--- src/rtl/unary_pkg.sv ---
// Shared constants for the unary stream decoder and MAC blocks: FSM state encoding and
// window/width helpers.
package unary_pkg;

  localparam int unsigned DefaultLanes = 4;
  localparam int unsigned DefaultSize  = 6;

  // Legacy-compatible state encoding (IDLE, COLLECT, HOLD)
  localparam logic [1:0] StIdle    = 2'd0;
  localparam logic [1:0] StCollect = 2'd1;
  localparam logic [1:0] StHold    = 2'd2;

  function automatic int unsigned win_of(input int unsigned size);
    return 32'd1 << size;
  endfunction

  // A full window of ones yields exactly WIN, so one extra bit beyond SIZE is needed
  function automatic int unsigned cnt_width(input int unsigned size);
    return size + 32'd1;
  endfunction

endpackage

--- src/rtl/unary_lane_count.sv ---
// One unary lane: ones counter plus optional thermometer-order checker
// (enabled by UNARY_THERM_CHECK_EN).
module unary_lane_count #(
  parameter int unsigned Size = unary_pkg::DefaultSize
) (
  input  logic          clk_i,
  input  logic          rst_ni,
  input  logic          clear_i,
  input  logic          en_i,
  input  logic          bit_i,
  output logic [Size:0] count_o,
  output logic          err_o
);
  import unary_pkg::*;

  localparam int unsigned CntW = cnt_width(Size);

  logic [CntW-1:0] count_q, count_d;

  // clear_i doubles as the first sample of a new window
  always_comb begin
    count_d = count_q;
    if (clear_i) begin
      count_d = CntW'(bit_i);
    end else if (en_i) begin
      count_d = count_q + CntW'(bit_i);
    end
  end

  always_ff @(posedge clk_i or negedge rst_ni) begin
    if (!rst_ni) begin
      count_q <= '0;
    end else begin
      count_q <= count_d;
    end
  end

  assign count_o = count_q;

`ifdef UNARY_THERM_CHECK_EN
  logic seen_zero_q, seen_zero_d;
  logic err_q, err_d;

  always_comb begin
    seen_zero_d = seen_zero_q;
    err_d       = err_q;
    if (clear_i) begin
      seen_zero_d = ~bit_i;
      err_d       = 1'b0;
    end else if (en_i) begin
      if (bit_i && seen_zero_q) begin
        err_d = 1'b1;
      end
      if (!bit_i) begin
        seen_zero_d = 1'b1;
      end
    end
  end

  always_ff @(posedge clk_i or negedge rst_ni) begin
    if (!rst_ni) begin
      seen_zero_q <= 1'b0;
      err_q       <= 1'b0;
    end else begin
      seen_zero_q <= seen_zero_d;
      err_q       <= err_d;
    end
  end

  assign err_o = err_q;
`else
  assign err_o = 1'b0;
`endif

endmodule

--- src/rtl/unary_stream_decoder.sv ---
// Counts ones per lane over a 2^SIZE-sample window and holds the result until accepted.
// Thermometer checking per lane is enabled by defining UNARY_THERM_CHECK_EN.
module unary_stream_decoder #(
  parameter int unsigned LANES = unary_pkg::DefaultLanes,
  parameter int unsigned SIZE  = unary_pkg::DefaultSize
) (
  input  logic                      clk,
  input  logic                      reset_n,
  input  logic                      start,
  input  logic [LANES-1:0]          in_bits,
  output logic                      busy,
  output logic                      out_valid,
  input  logic                      out_ready,
  output logic [LANES*(SIZE+1)-1:0] out_data,
  output logic [LANES-1:0]          err
);
  import unary_pkg::*;

  localparam int unsigned CntW = cnt_width(SIZE);
  localparam int unsigned Win  = win_of(SIZE);

  logic [1:0]      state_q, state_d;
  logic [CntW-1:0] sample_q, sample_d;
  logic            valid_q, valid_d;
  logic            clear, sample_en;

  always_comb begin
    state_d   = state_q;
    sample_d  = sample_q;
    valid_d   = valid_q;
    clear     = 1'b0;
    sample_en = 1'b0;
    unique case (state_q)
      StIdle: begin
        if (start) begin
          clear    = 1'b1;
          sample_d = CntW'(1);
          if (Win == 1) begin
            state_d = StHold;
            valid_d = 1'b1;
          end else begin
            state_d = StCollect;
          end
        end
      end
      StCollect: begin
        sample_en = 1'b1;
        sample_d  = sample_q + CntW'(1);
        if (sample_q == CntW'(Win - 1)) begin
          state_d = StHold;
          valid_d = 1'b1;
        end
      end
      StHold: begin
        // start is deliberately ignored here, even in the handshake cycle
        if (out_ready) begin
          state_d  = StIdle;
          valid_d  = 1'b0;
          sample_d = '0;
        end
      end
      default: begin
        state_d  = StIdle;
        valid_d  = 1'b0;
        sample_d = '0;
      end
    endcase
  end

  always_ff @(posedge clk or negedge reset_n) begin
    if (!reset_n) begin
      state_q  <= StIdle;
      sample_q <= '0;
      valid_q  <= 1'b0;
    end else begin
      state_q  <= state_d;
      sample_q <= sample_d;
      valid_q  <= valid_d;
    end
  end

  assign busy      = (state_q == StCollect) || (state_q == StHold);
  assign out_valid = valid_q;

  for (genvar k = 0; k < LANES; k++) begin : g_lane
    unary_lane_count #(
      .Size (SIZE)
    ) u_lane (
      .clk_i   (clk),
      .rst_ni  (reset_n),
      .clear_i (clear),
      .en_i    (sample_en),
      .bit_i   (in_bits[k]),
      .count_o (out_data[k*CntW +: CntW]),
      .err_o   (err[k])
    );
  end

endmodule

--- config.mk ---
export PLATFORM = sky130hd
export DESIGN_NAME = unary_stream_decoder
export DESIGN_NICKNAME = d
export VERILOG_FILES = /design/src/rtl/unary_pkg.sv /design/src/rtl/unary_lane_count.sv /design/src/rtl/unary_stream_decoder.sv
export SDC_FILE = /design/constraint.sdc
export NUM_CORES = 1
export LEC_CHECK = 0
export CAP_MARGIN = 5
export CELL_PAD_IN_SITES_DETAIL_PLACEMENT = 1
export CELL_PAD_IN_SITES_GLOBAL_PLACEMENT = 1
export CORE_MARGIN = 1
export CORE_UTILIZATION = 35
export CTS_CLUSTER_SIZE = 24
export DETAILED_ROUTE_END_ITERATION = 8
export GPL_TIMING_DRIVEN = 0
export PLACE_DENSITY_LB_ADDON = 0.1
export SLEW_MARGIN = 15
export SYNTH_ARGS = -nofsm -noshare
export SYNTH_HDL_FRONTEND = slang
export SYNTH_HIERARCHICAL = 1
export SYNTH_SLANG_ARGS = --single-unit
--- constraint.sdc ---
create_clock -name clk -period 2.1 [get_ports clk]
set_input_delay 0.315 -clock clk [delete_from_list [all_inputs] [get_ports clk]]
set_output_delay 0.315 -clock clk [all_outputs]
set_load 0.005 [all_outputs]
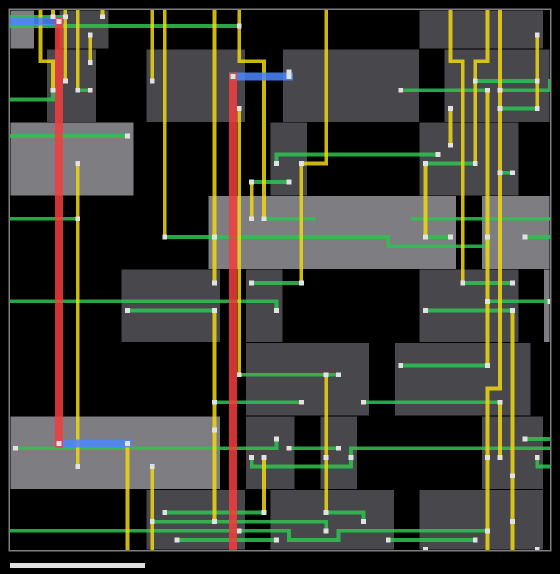
run_1/detail.png
Bar = 5 microns. Window x 29 to 49, y 44 to 64 microns. Cells in grey, sequential cells in the stronger grey; small squares are vias.
metal 3 -> blue
metal 4 -> red
metal 2 -> yellow
metal 1 -> green
most frequent = ha_1 (5), clkdlybuf4s50_1 (3)
sequential cells in the window = 2
netlist names of flops here include = g_lane.u_lane/count_o (2)
cells with their middle in the window = 21

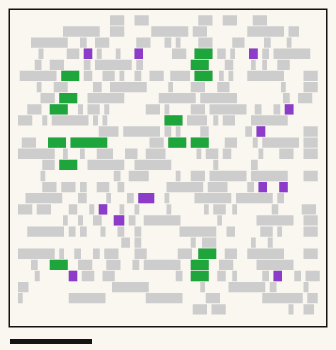
run_1/logic_types.png
Bar = 20 microns.
adder and majority cells -> green  # cells 16, most used ha_1
AND and OR gates -> purple  # cells 12, most used or3_1, where all over the die
fin cells: 317
logic share of the area: 38.1%
Commonest Layout Cell: dfrtp_1

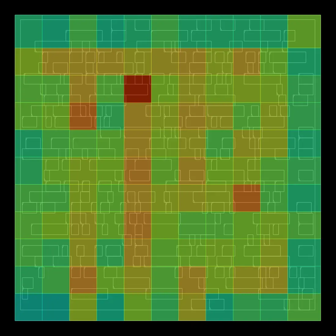
run_1/congestion.png
Top Usage Layer GRT: met2
met2 Use GR: 25.4%
wire length per cell: 13.0 microns
GR Util met1: 20.1%

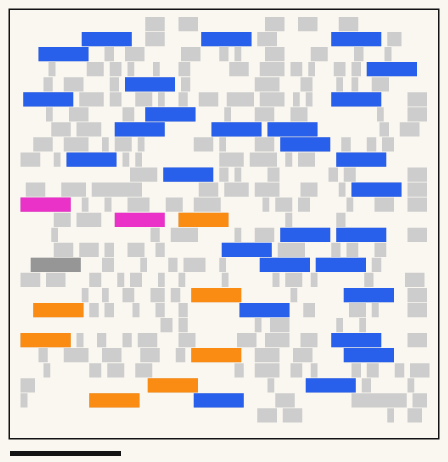
run_1/flops_by_reg.png
Bar = 20 microns. Other sequential cells in the stronger grey, the rest of the logic in the fainter grey.
sample_q -> orange  # flops 7
state_q -> magenta  # flops 2
g_lane.u_lane/count_o -> blue  # flops 28, where all over the die
fin util: 47.2%
flop share of the area: 36.8%

==> flow_summary.yaml, run 1 <==
# implementation run metrics
yosys:
  logic_family: "simple AND/OR/NAND/NOR gates"
  synth_cell_types: 31
  ys_area_sq_um: 1990
  xor_share_pct: 5.29
  yosys.area_share.adder_pct: 10.1
  ys_seq_share_pct: 47.9
  yosys.area_share.aoi_pct: 10.0
  yosysWarnings: 6
  syn_area_per_cell_sq_um: 10.0
  yosys.area.top_type: "dfrtp_1"
  ys_sh_mux_pct: 5.60
  simple_gate_share_pct: 17.1
  synth_cells: 198
  syn_area_sq_um: 1990
  yosys-stat-cells: 198
routing:
  drc_errors: 0
  drt_wl_total_microns: 4130
  vias_per_cell: 4.92
pwr:
  p_clk_share_pct: 21.2
  irDropWorstVdd_v: 0.000634
  powerDensity_nw_per_um2: 942
  p_comb_share_pct: 37.1
  switching_share_pct: 34.8
  p_seq_share_pct: 41.7
critical_path:
  arrival_ns: 2.13
  end_kind: "flop"
  cp_cell_sequence: "inv_1 -> ha_4 -> buf_2 -> inv_1 -> or4_1 -> nand3_1"
  worstReg2RegStart: "state_q[1]"
  cp_slowest_stage_delay_ns: 0.53
  crit_start: "state_q[1]"
  rrSetupSlack_ns: 0.20
  required_ns: 2.32
  setup.worst_path.class: "flop to flop"
  cp_max_fo: 21
final_timing:
  fin_crit_sh_pct: 90.7
  max_freq_mhz: 525
  period_needed_ns: 1.90
  rsz0062_at_grt: "false"
  fin_ws_ns: 0.196
  skew_ns: 0.00268
die:
  die_h_microns: 77.3
  die_area_sq_um: 5980
  core_sq_um: 5470
  fp_util_pct: 36.3
  num_rows: 27
  io_pins: 42
  die_x_microns: 77.3
placed_design:
  dp.cells: 308
  routabilityCongestion: 0.726
  dpl.hpwl_microns: 3000
  pre_cts_ws_ns: -0.280
  io_buffers: 37
job:
  warnings: 32
  maxCapViolations: 0
global_route:
  grt_max_degree: 22
  grtUsageTotal_pct: 15.2
  grt_antenna_before_repair: 0
  grt_pass1_wl_microns: 7270
  overflow: 0
outcome:
  status: "finished, final reports clean"
layout:
  register_area_sq_um: 951
  area_growth_syn_to_layout_pct: 30.0
  combGateArea_sq_um: 983
  drive_gt1_share_pct: 7.35
  nFillCells: 621
  layout.nets: 268
  n_antenna_cell: 0
clocking:
  cts_tree: "done"
  numCtsBuffers: 5
  cts-root-buf: "clkbuf_8"
  cts_sinks: 38
  clk_latency_ns: 0.28
  postCtsSetupBuffers: 0
  htree_levels: 2
worst_hold_path:
  hold_class: "flop to flop"
  hp-start: "sample_q[5]"
==> run 1: cell families after synthesis <==
logic type / Yosys count
AND-OR/OR-AND: 34
XOR/XNOR: 12
adder cells (fa/ha/maj): 16
buffers and inverters: 13
flip-flops: 38
multiplexers: 11
other: 4
AND/OR/NAND/NOR: 70
==> run 1: per-layer routing <==
metal	up-vias	share of wire (%)	track usage [%]
met5	-	0	0
met4	0	1.1	3.96
met3	6	3.0	3.18
met2	29	47	25.4
met1	753	49	20.1
li1	771	-	-
==> run 1: stage by stage <==
step	power (W)	area (sq um)	setup TNS, ns	hold slack, ns	util (%)
finish	0.00243	2580	0	0.500	47.2
global route	0.00264	2580	0	0.526	47.2
CTS	0.00247	2570	0	0.506	47.0
detailed placement	0.00193	2470	-0.632	0.312	45.1
global placement	0.00190	2450	-13.90	0.480	44.7
floorplan	0.00152	1990	0	0.0194	-
==> run 1: power groups by stage <==
stage               Sequential [W]  Combinational [W]  Clock, W
floorplan                  0.00101           0.000518         0
global placement           0.00103           0.000878         0
detailed placement         0.00102           0.000905         0
CTS                        0.00101           0.000914  0.000548
global route               0.00104            0.00102  0.000571
finish                     0.00102           0.000903  0.000516
==> run 1: registers in the layout, indices dropped and copies added, names as in the netlist <==
name / count
out_valid: 1
sample_q: 7
state_q: 2
g_lane.u_lane/count_o: 28
==> run 1: worst max-delay path: cells and delay by family (launching register included) <==
kind | cells | cell delay, ns
DFF | 1 | 0.40
and+or+nand+nor | 2 | 0.62
adders and majority gates | 1 | 0.32
buffers and inverters | 3 | 0.50
==> run 1: cell usage after synthesis, drive strengths merged <==
| cell | instances |
|---|---|
| mux2i | 10 |
| inv | 3 |
| o41ai | 1 |
| nand4 | 8 |
| a31oi | 1 |
| conb | 4 |
| nand3 | 6 |
| a21oi | 10 |
| o32a | 1 |
| ha | 16 |
| nand2 | 21 |
| xor2 | 12 |
| mux2 | 1 |
| nor2 | 19 |
| o22a | 1 |
| dfrtp | 38 |
| nor3 | 1 |
| nor2b | 1 |
| clkbuf | 5 |
| and3 | 1 |
| o21ai | 17 |
| buf | 5 |
| a22o | 3 |
| or3 | 9 |
| and2 | 1 |
| nand2b | 2 |
| or4 | 1 |
==> run 1: what timing repair did <==
item	4_1_cts	5_1_grt
endpoints found under the hold margin	2	0
setup endpoints to repair	11	1
hold buffers	1	0
resized	1	1
==> run 1: path summary, 6_finish.rpt <==
path / endpoint / depth (start not counted)
max in group asynchronous: out_valid / 3
min: sample_q[5] / 1
min reg2reg: sample_q[5] / 1
max reg2reg: sample_q[4] / 6
max: sample_q[4] / 6
min in group asynchronous: g_lane[1].u_lane/count_o[6] / 2
==> run 1: area by class of cell <==
| type | count | area share (%) |
|---|---|---|
| multi-input combinational | 147 | 38.1 |
| sequential | 38 | 36.8 |
| timing repair buffer | 39 | 15.6 |
| tap | 72 | 3.49 |
| clock buffer | 7 | 3.34 |
| buffer | 10 | 2.08 |
| inverter | 3 | 0.436 |
| clock inverter | 1 | 0.194 |
==> run 2: changes to the inputs <==
SYNTH_HIERARCHICAL = default   (was 1)
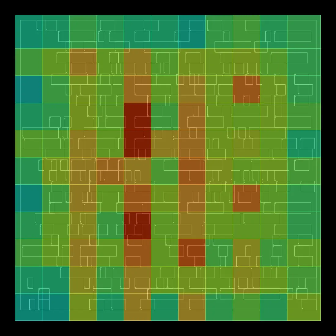
run_2/congestion.png
met3 usage: 3.65%
fin util: 46.9%
GR Util met1: 20.9%
met2 Use GR: 28.2%

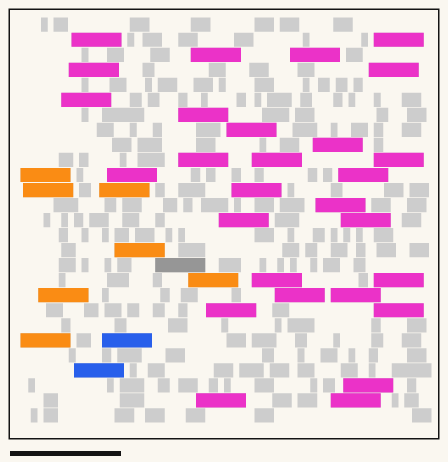
run_2/flops_by_reg.png
Bar = 20 microns. Other sequential cells in the stronger grey, the rest of the logic in the fainter grey.
state_q -> blue  # flops 2
sample_q -> orange  # flops 7, where west
g_lane.u_lane.count_o -> magenta  # flops 28, where all over the die
not coloured = 1
sequential power: 0.000987 W
Seq. cell area: 951 sq um
flop share of the area: 36.8%

==> run 2 against run 1 <==
Net effect: final area about the same; sequential cell count unchanged; utilization decreased by 0.34 points; worst setup slack improved by 0.098 ns; die area increased by 0.31%; sequential share of layout area about the same; routed wire length increased by 9.4%; clock-buffer cell count unchanged; highest routed layer unchanged.
==> flow_summary.yaml, run 2 <==
# implementation run metrics
yosys:
  yosys.area.top_type: "dfrtp_1"
  yosys-stat-cells: 196
  synthTopCellsByCount: "dfrtp_1 (38), nand2_1 (24), nor2_1 (20)"
  yosysWarnings: 0
  top_cell: "dfrtp_1"
  syn_area_per_cell_sq_um: 10.2
  synthFlopType: "dfrtp_1"
  synth_cells: 196
  ys_area_sq_um: 1990
  ys_seq_share_pct: 47.7
  synth-edff-count: 0
critical_path:
  cp_max_fo: 3
  setup.worst_path.class: "flop to primary output"
  cp_top_family: "buffers and inverters"
  r2r-end: "g_lane[0].u_lane.count_o[1]"
  rrSetupSlack_ns: 0.34
  cp_cell_sequence: "inv_1 -> ha_1 -> clkdlybuf4s50_1"
  cp_slowest_stage_delay_ns: 0.49
  r2r_cells: 6
die:
  fp_util_pct: 36.2
  die_x_microns: 77.5
  die_h_microns: 77.5
  core_sq_um: 5510
  die_area_sq_um: 6000
  io_pins: 42
global_route:
  grt_max_degree: 26
  grt_pass1_wl_microns: 7800
  grt_antenna_before_repair: 0
  grtUsageTotal_pct: 16.7
placed_design:
  dpl.hpwl_microns: 3300
  routabilityCongestion: 0.701
  dp.cells: 309
layout:
  drive_gt1_share_pct: 10.6
  largest_reg_flops: 28
  n_antenna_cell: 0
  nFillCells: 618
  area_growth_syn_to_layout_pct: 29.5
  layout_top_cell: "dfrtp_1"
  combGateArea_sq_um: 962
final_timing:
  hold_ws_ns: 0.477
  period_needed_ns: 1.81
  rsz0062_at_grt: "false"
  fin_crit_sh_pct: 86.0
  fin_setup_tns_ns: 0
  max_freq_mhz: 554
job:
  maxCapViolations: 0
  warnings: 28
clocking:
  postCtsSetupBuffers: 0
  htree_levels: 2
  cts_sinks: 38
  cts-root-buf: "clkbuf_8"
  clk_latency_ns: 0.29
worst_hold_path:
  hold_class: "input port to async pin"
routing:
  drt_wl_total_microns: 4520
  wl_per_cell_microns: 14.2
outcome:
  status: "finished, final reports clean"
pwr:
  powerDensity_nw_per_um2: 946
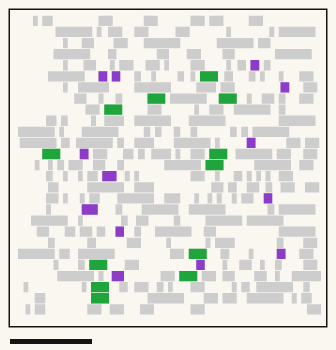
run_2/logic_types.png
Bar = 20 microns.
AND and OR gates -> purple  # cells 13, most used or3_1
adder and majority cells -> green  # cells 12, most used ha_1
fin cells: 318
logic share of the area: 37.3%

[run 2: cell count changes after synthesis, sizes merged, moves of 3 or more]
| cell | change |
|---|---|
| a21oi | -3 |
| nand2 | +3 |
| clkbuf | -4 |
| ha | -4 |
| conb | -3 |
| buf | +6 |
[run 2: worst max-delay path by stage]
| stage | startpoint | to | slack [ns] |
|---|---|---|---|
| after floorplan | state_q[0] | sample_q[6] | 0.59 |
| after global placement | reset_n | g_lane[1].u_lane.count_o[4] | -0.33 |
| after detailed placement | in_bits[0] | g_lane[0].u_lane.count_o[6] | 0.18 |
| after CTS | state_q[0] | busy | 0.28 |
| after global routing | state_q[1] | sample_q[2] | 0.19 |
| final | state_q[0] | busy | 0.29 |
[run 2: cell families (layout without fill, tap and decap cells)]
logic type,after synthesis,count (layout),share of synthesized area (%)
DFF,38,38,47.7
buffers and inverters,15,62,4.58
and+or+nand+nor,75,75,19.7
xor gates and xnor gates,14,14,6.15
AOI/OAI and AO/OA,33,33,10.1
other,1,4,0.188
muxes,8,8,4.02
adders and majority gates,12,12,7.53
[run 2: timing repair]
| action | CTS | global route |
|---|---|---|
| gates resized | 0 | 0 |
| hold buffers | 1 | 0 |
| hold endpoints to repair | 13 | 0 |
[run 2: final cells by class]
class	instances	share of cell area [%]
Multi-Input combinational cell	146	37.3
Sequential cell	38	36.8
Timing Repair Buffer	39	15.3
Tap cell	72	3.49
Clock buffer	7	3.34
Buffer	12	3.10
Inverter	3	0.436
Clock inverter	1	0.194
[run 2: stage by stage]
stage                     setup slack (ns)  total power, W  instance area [sq um]
after floorplan                      0.585         0.00154                   2000
after global placement              -0.328         0.00193                   2460
after detailed placement             0.181         0.00195                   2480
after CTS                            0.275         0.00249                   2580
after global routing                 0.186         0.00263                   2580
final                                0.294         0.00244                   2580
[run 2: routing by layer]
| metal | wire length (microns) | global-route usage, % | vias up |
|---|---|---|---|
| li1 | - | - | 769 |
| met1 | 2130 | 20.9 | 795 |
| met2 | 2220 | 28.2 | 21 |
| met3 | 114 | 3.65 | 5 |
| met4 | 58 | 5.85 | 0 |
| met5 | 0 | 0 | - |
[run 2: report_power, final]
group / switching [W] / internal, W / total [W]
Sequential: 0.000131 / 0.000856 / 0.000987
Combinational: 0.000477 / 0.000450 / 0.000928
Clock: 0.000262 / 0.000265 / 0.000527
[run 2: worst register-to-register path, stage by stage, from the launching register on]
cell     delay [ns]
dfrtp_1        0.38
inv_1          0.09
ha_1           0.41
buf_6          0.21
buf_2          0.27
mux2i_1        0.23
nor2_1         0.05
==> run 3: changes to the inputs <==
CORE_ASPECT_RATIO = 0.5   (was default)
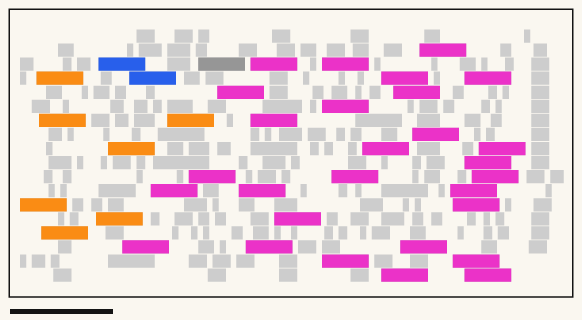
run_3/flops_by_reg.png
Bar = 20 microns. Other sequential cells in the stronger grey, the rest of the logic in the fainter grey.
sample_q -> orange  # flops 7, where west
g_lane.u_lane.count_o -> magenta  # flops 28
state_q -> blue  # flops 2
flop share of the area: 35.8%
sequential power: 0.000992 W

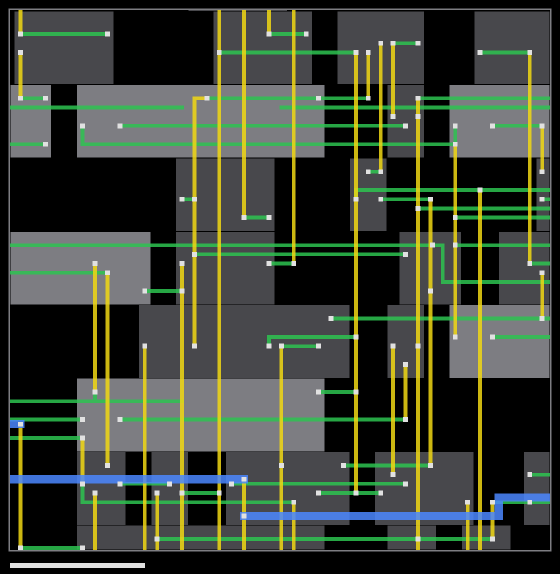
run_3/detail.png
Bar = 5 microns. Window x 44 to 64, y 29 to 49 microns. Cells in grey, sequential cells in the stronger grey; small squares are vias.
metal 1 -> green
metal 2 -> yellow
metal 3 -> blue
netlist names of flops here include = g_lane.u_lane.count_o (3)
cells with their middle in the window = 20
most frequent = clkdlybuf4s50_1 (5), dfrtp_1 (3)
sequential cells in the window = 3

==> run 3 against run 2 <==
Net effect: final area up 2.9%; critical endpoint is now g_lane[1].u_lane.count_o[5]; largest power group unchanged; sequential share of layout area decreased by 1.0 points; first-iteration DRC count unchanged; clock power up 67%; highest routed layer unchanged; critical path depth is 3 higher; final cell count shrank 0.94%; synthesized cell count did not move; sequential power rose by 0.5%; die area increased by 0.30%; fmax increased by 0.53%.
==> flow_summary.yaml, run 3 <==
# implementation run metrics
outcome:
  status: "finished, final reports clean"
clocking:
  numCtsBuffers: 5
  cts_sinks: 38
  htree_levels: 2
  cts-root-buf: "clkbuf_16"
  postCtsSetupBuffers: 0
  cts_resized: 0
  cts.hold.buffers_added: 1
  clk_latency_ns: 0.28
die:
  num_rows: 18
  die_area_sq_um: 6020
  die_h_microns: 55.4
  die_x_microns: 109
  io_pins: 42
  fp_util_pct: 38.3
  core_sq_um: 5200
final_timing:
  setup_viol: 0
  hold_violations: 0
  fin_crit_sh_pct: 85.6
  rsz0062_at_grt: "false"
  max_freq_mhz: 557
  skew_ns: 0.00361
  period_needed_ns: 1.80
yosys:
  synthFlopType: "dfrtp_1"
  yosys.area.top_type: "dfrtp_1"
  yosysWarnings: 0
  topCellsByArea: "dfrtp_1 (48%), ha_1 (7.5%), xor2_1 (6.2%), nand2_1 (4.5%), mux2i_1 (4.0%)"
  synth_cells: 196
  top_cell_area_share_pct: 47.7
  syn_area_sq_um: 1990
  synth_cell_types: 38
  synthTopCellsByCount: "dfrtp_1 (38), nand2_1 (24), nor2_1 (20)"
  ys_area_sq_um: 1990
  yosys-stat-cells: 196
  synthArstFlopShare_pct: 100
  top_cell: "dfrtp_1"
  synth-edff-count: 0
  ys_seq_share_pct: 47.7
  numSynthFlops: 38
  syn_area_per_cell_sq_um: 10.2
pwr:
  p_comb_share_pct: 33.4
  p_int_w: 0.00190
  p_seq_share_pct: 35.3
  powerDensity_nw_per_um2: 1060
  finalPower_w: 0.00281
  p_leak_nw: 1.20
  switchingPower_w: 0.000914
  p_clk_share_pct: 31.3
  switching_share_pct: 32.5
layout:
  final_cell_mix: "dfrtp_1 (38), clkdlybuf4s50_1 (36), nand2_1 (24), nor2_1 (20), xor2_1 (14)"
  nFillCells: 601
  layout.nets: 265
  area_growth_syn_to_layout_pct: 33.3
  layout_top_cell: "dfrtp_1"
  n_antenna_cell: 0
  final_core_util_pct: 51.1
  largest_reg_flops: 28
  drive_gt1_share_pct: 10.6
global_route:
  overflow: 0
  grt_max_degree: 27
  grt_pass1_wl_microns: 8180
  grt_antenna_before_repair: 0
routing:
  drc_errors: 0
  drt_wl_total_microns: 4810
  wl_per_cell_microns: 15.3
  via_count: 1603
critical_path:
  cp_max_fo: 10
  end_kind: "flop"
  r2r_cells: 6
  r2r-end: "g_lane[1].u_lane.count_o[5]"
  setup.worst_path.class: "flop to flop"
  cp_cell_sequence: "inv_1 -> ha_1 -> buf_6 -> nand4_4 -> or3_1 -> a21oi_1"
  rrSetupSlack_ns: 0.30
  critPathLaunchType: "flop"
  required_ns: 2.30
  cp_slowest_stage_delay_ns: 0.39
  arrival_ns: 2.00
  worstReg2RegStart: "state_q[1]"
placed_design:
  dpl.hpwl_microns: 3420
  io_buffers: 37
  routabilityCongestion: 0.680
job:
  warnings: 28
  maxCapViolations: 0
worst_hold_path:
  hold_class: "input port to async pin"
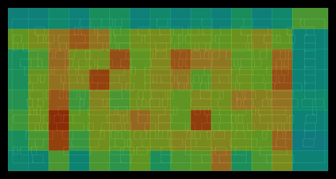
run_3/congestion.png
met2 Use GR: 28.7%
met3 usage: 4.96%
Overall Global Routing Usage: 17.6%

run 3: cell counts after synthesis:
Identical to the previous run, type by type.
run 3: cell families after synthesis:
| logic type | synth area share [%] |
|---|---|
| XOR/XNOR | 6.15 |
| flip-flops | 47.7 |
| AND-OR/OR-AND | 10.1 |
| buffers and inverters | 4.58 |
| other | 0.188 |
| adder cells (fa/ha/maj) | 7.53 |
| multiplexers | 4.02 |
| AND/OR/NAND/NOR | 19.7 |
run 3: layout make-up:
| type | instances | area [sq um] | area share [%] |
|---|---|---|---|
| Buffer | 12 | 80.1 | 3.01 |
| Inverter | 3 | 11.3 | 0.424 |
| Clock inverter | 1 | 30.0 | 1.13 |
| Multi-Input combinational cell | 146 | 962 | 36.2 |
| Sequential cell | 38 | 951 | 35.8 |
| Clock buffer | 6 | 139 | 5.23 |
| Tap cell | 70 | 87.6 | 3.30 |
| Timing Repair Buffer | 39 | 395 | 14.9 |
run 3: worst max-delay path: cells and delay by family, from the launching register on:
kind / cells / cell delay (ns)
simple gates: 2 / 0.44
flops: 1 / 0.39
fa+ha+maj: 1 / 0.39
buf+inv: 2 / 0.32
compound gates: 1 / 0.18
run 3: worst max path at each step:
stage                          start                           to  slack [ns]  cells past startpoint
after global routing      state_q[1]  g_lane[0].u_lane.count_o[1]        0.22                      6
after detailed placement  in_bits[2]  g_lane[2].u_lane.count_o[6]        0.12                      6
after CTS                 state_q[1]  g_lane[1].u_lane.count_o[5]        0.27                      6
after global placement       reset_n  g_lane[2].u_lane.count_o[5]       -0.31                      1
final                     state_q[1]  g_lane[1].u_lane.count_o[5]        0.30                      6
after floorplan           state_q[0]                  sample_q[6]        0.59                      7
run 3: stage by stage:
step	instances	worst slack [ns]	TNS (ns)	hold slack [ns]	area (sq um)
global placement	306	-0.309	-11.67	0.478	2460
finish	315	0.303	0	0.478	2660
floorplan	199	0.585	0	0.0194	2000
CTS	315	0.274	0	0.483	2660
global route	315	0.222	0	0.510	2660
detailed placement	307	0.124	0	0.247	2480
run 3: metal layers:
| layer | vias up | wire (microns) | GRT usage (%) |
|---|---|---|---|
| met3 | 7 | 167 | 4.96 |
| met1 | 800 | 2350 | 23.2 |
| met4 | 0 | 44 | 4.05 |
| met2 | 25 | 2250 | 28.7 |
| li1 | 771 | - | - |
| met5 | - | 0 | 0 |
run 3: power groups by stage:
stage,sequential [W],clock (W),combinational [W]
5_1_grt,0.00101,0.000928,0.00105
4_1_cts,0.000996,0.000893,0.000959
3_3_place_gp,0.00100,0,0.000913
6_report,0.000992,0.000879,0.000938
2_1_floorplan,0.000984,0,0.000554
3_5_place_dp,0.00101,0,0.000944
Power is estimated from default activity; no workload was simulated.
